## src/rtl/reg_load_pkg.sv

```systemverilog
// Shared types and constants for the destination register write scheduler.
package reg_load_pkg;

    localparam int unsigned DW   = 4;
    localparam int unsigned NREG = 3;

    // Scheduler FSM encoding; 2'd3 is illegal and falls back to IDLE.
    typedef enum logic [1:0] {
        ST_IDLE  = 2'd0,
        ST_WRITE = 2'd1,
        ST_ACK   = 2'd2
    } state_e;

    localparam logic [NREG-1:0] PTR_RESET = NREG'(3'b100);

    // True when exactly one bit of a destination pointer is set.
    function automatic logic ptr_is_onehot(input logic [NREG-1:0] p);
        return (p != '0) && ((p & (p - NREG'(1))) == '0);
    endfunction

endpackage

```

## src/rtl/dest_ptr_ring.sv

```systemverilog
// One-hot destination pointer: rotates S2 -> S0 -> S1 -> S2 on each advance.
module dest_ptr_ring
    import reg_load_pkg::*;
(
    input  logic            CLK,
    input  logic            RST,
    input  logic            ADV,
    output logic [NREG-1:0] PTR
);

    logic [NREG-1:0] ptr_q;
    logic [NREG-1:0] ptr_d;

    // Next pointer: rotate left on advance; a corrupted pointer snaps back to reset.
    always_comb begin
        ptr_d = ptr_q;
        if (ADV) begin
            ptr_d = {ptr_q[NREG-2:0], ptr_q[NREG-1]};
        end
        if (!ptr_is_onehot(ptr_q)) begin
            ptr_d = PTR_RESET;
        end
    end

    // Pointer register with synchronous reset.
    always_ff @(posedge CLK) begin
        if (RST) begin
            ptr_q <= PTR_RESET;
        end else begin
            ptr_q <= ptr_d;
        end
    end

    assign PTR = ptr_q;

endmodule

```

## src/rtl/reg_load_sched.sv

```systemverilog
// Round-robin write scheduler for the 3-entry destination register bank.
module reg_load_sched
    import reg_load_pkg::*;
(
    input  logic            CLK,
    input  logic            RST,
    input  logic            REQ_A,
    input  logic [DW-1:0]   DATA_A,
    input  logic            REQ_B,
    input  logic [DW-1:0]   DATA_B,
    output logic            ACK_A,
    output logic            ACK_B,
    output logic            WE,
    output logic [NREG-1:0] WSEL,
    output logic [DW-1:0]   WDATA,
    output logic            BUSY
);

    state_e          state_q, state_d;
    logic            gnt_b_q, gnt_b_d;     // current grant belongs to B
    logic            last_b_q, last_b_d;   // last grant went to B
    logic [DW-1:0]   wdata_q, wdata_d;
    logic            we_q, we_d;
    logic            ack_a_q, ack_a_d;
    logic            ack_b_q, ack_b_d;
    logic            busy_q, busy_d;
    logic            pick_b;
    logic            gnt_req;
    logic            ptr_adv;

    // Pointer moves once per completed write, never on a reset cycle.
    assign ptr_adv = (state_q == ST_WRITE) && !RST;

    dest_ptr_ring u_ptr (
        .CLK (CLK),
        .RST (RST),
        .ADV (ptr_adv),
        .PTR (WSEL)
    );

    // Next-state, arbitration and registered-output decode.
    always_comb begin
        state_d  = state_q;
        gnt_b_d  = gnt_b_q;
        last_b_d = last_b_q;
        wdata_d  = wdata_q;
        pick_b   = REQ_B && (!REQ_A || !last_b_q);
        gnt_req  = gnt_b_q ? REQ_B : REQ_A;

        case (state_q)
            ST_IDLE: begin
                if (REQ_A || REQ_B) begin
                    gnt_b_d  = pick_b;
                    last_b_d = pick_b;
                    wdata_d  = pick_b ? DATA_B : DATA_A;
                    state_d  = ST_WRITE;
                end
            end
            ST_WRITE: begin
                state_d = ST_ACK;
            end
            ST_ACK: begin
                if (!gnt_req) begin
                    state_d = ST_IDLE;
                end
            end
            default: begin
                state_d = ST_IDLE;
            end
        endcase

        we_d    = (state_d == ST_WRITE);
        ack_a_d = (state_d == ST_ACK) && !gnt_b_d;
        ack_b_d = (state_d == ST_ACK) && gnt_b_d;
        busy_d  = (state_d != ST_IDLE);
    end

    // State and output registers; reset dominates any request.
    always_ff @(posedge CLK) begin
        if (RST) begin
            state_q  <= ST_IDLE;
            gnt_b_q  <= 1'b0;
            last_b_q <= 1'b1;
            wdata_q  <= '0;
            we_q     <= 1'b0;
            ack_a_q  <= 1'b0;
            ack_b_q  <= 1'b0;
            busy_q   <= 1'b0;
        end else begin
            state_q  <= state_d;
            gnt_b_q  <= gnt_b_d;
            last_b_q <= last_b_d;
            wdata_q  <= wdata_d;
            we_q     <= we_d;
            ack_a_q  <= ack_a_d;
            ack_b_q  <= ack_b_d;
            busy_q   <= busy_d;
        end
    end

    assign WE    = we_q;
    assign ACK_A = ack_a_q;
    assign ACK_B = ack_b_q;
    assign WDATA = wdata_q;
    assign BUSY  = busy_q;

endmodule

```

## config.mk

```make
export PLATFORM = sky130hd
export DESIGN_NAME = reg_load_sched
export DESIGN_NICKNAME = d
export VERILOG_FILES = /design/src/rtl/reg_load_pkg.sv /design/src/rtl/dest_ptr_ring.sv /design/src/rtl/reg_load_sched.sv
export SDC_FILE = /design/constraint.sdc
export NUM_CORES = 1
export LEC_CHECK = 0
export CELL_PAD_IN_SITES_DETAIL_PLACEMENT = 1
export CELL_PAD_IN_SITES_GLOBAL_PLACEMENT = 1
export CORE_AREA = 2 2 51 53
export CTS_CLUSTER_SIZE = 25
export DETAILED_ROUTE_END_ITERATION = 16
export DIE_AREA = 0 0 53 55
export PLACE_DENSITY_LB_ADDON = 0.12
export SLEW_MARGIN = 20
export SYNTH_ARGS = -nofsm -noshare
export SYNTH_HDL_FRONTEND = slang
export SYNTH_SLANG_ARGS = --single-unit
```

## constraint.sdc

```tcl
create_clock -name CLK -period 1.1 [get_ports CLK]
set_input_delay 0.22 -clock CLK [delete_from_list [all_inputs] [get_ports CLK]]
set_output_delay 0.22 -clock CLK [all_outputs]
set_load 0.02 [all_outputs]
```

Figure 1. Met1 routing (run 1).
Cells faint in the background.
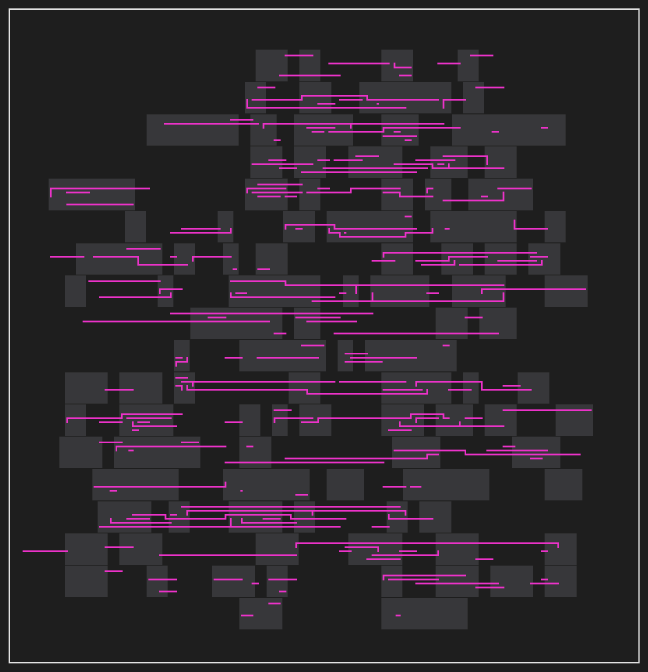
longest straight run: 22.1 microns
share of all routed wire: 50%
vias: 588
Post-Route WL: 1.70 mm

Figure 2. Signal wires on met2 (run 1).
Bar = 20 microns.
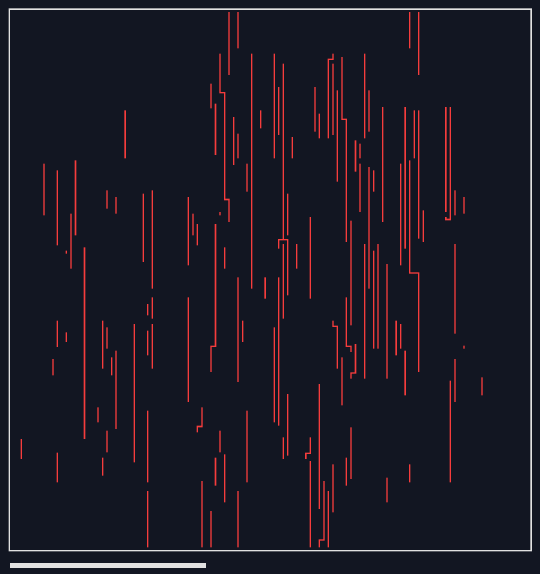
longest straight run: 23.8 microns
main direction: vertical
wire length on this layer: 762 microns
M2 GR Usage: 21.0%

==> out/qor.csv <==
metric;value;unit
Util after Layout;44.1;%
Post-synth area hogs;dfxtp_1 48%, mux2i_1 8.1%, a211oi_1 6.1%;
met3 WL;85;microns
flop count;15;
buffer and inverter count on the worst path;0;
top cells by count;15 x dfxtp_1, 5 x a211oi_1, 5 x mux2i_1, 5 x nor2_1, 4 x a21oi_1;
status;complete, but fails checks;
Logic area;377;sq um
Die Width;53;microns
Synth top cell by count;dfxtp_1;
tap cells;30;
Post-CTS Setup Inserts;1;
sequential share of power;45.6;%
yosys stat chip area;619;sq um
chip area;2920;sq um
most common logic cell in the routed design;buf_4;
number of max-cap violations;0;
failing checks;setup timing;
Final Hold Viols;0;
Max Slew Vio Count;0;
Simple Share, Synth;18.8;%
Worst Max-Slew Pin Slew;0.269;ns
final tally of setup violations;6;
Tool Warnings;29;
GRT overflow;0;
die height;55;microns
mean post-synth cell area;10.3;sq um
DP Cell Count;126;
post-synthesis adder-cell area fraction;0;%
power in the clock group;325;uW
Reg2Reg Depth;3;
Final Worst Setup Slack;-0.0777;ns
Clock Pin Slew Worst Setup and Hold Paths;0.10;ns
CP max-delay cell;or3b_4;
CTS root buffer;clkbuf_4;
Post-synth regs;15;
DRC;0;
met1 Usage GRT;17.3;%
crit path from;state_q[1]$_SDFF_PP0_;
yosys warns;0;
boundary pin count;23;
WP data required;1.32;ns
FMAX;0.849;GHz
clk sinks;15;
logic share of the area;36.1;%
Comb power;432;uW
Crit Path Category;reg2reg;
core area;2360;sq um
top routing layer in use;met4;
worst hold slack;0.513;ns
number of global-route vias before repair;581;
Net Sw Frac;30.6;%
Figure 3. Metal 3 (run 1).
Bar = 20 microns.
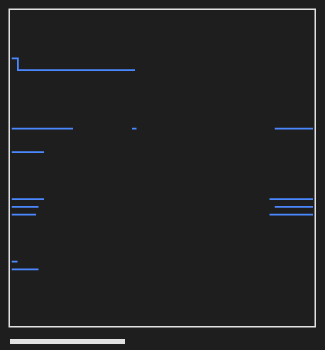
main direction: horizontal
wire length on this layer: 85.0 microns
nets with wire on the layer: 12
met3 capacity usage during global routing: 3.49%

Power and IR drop assume default switching activity.
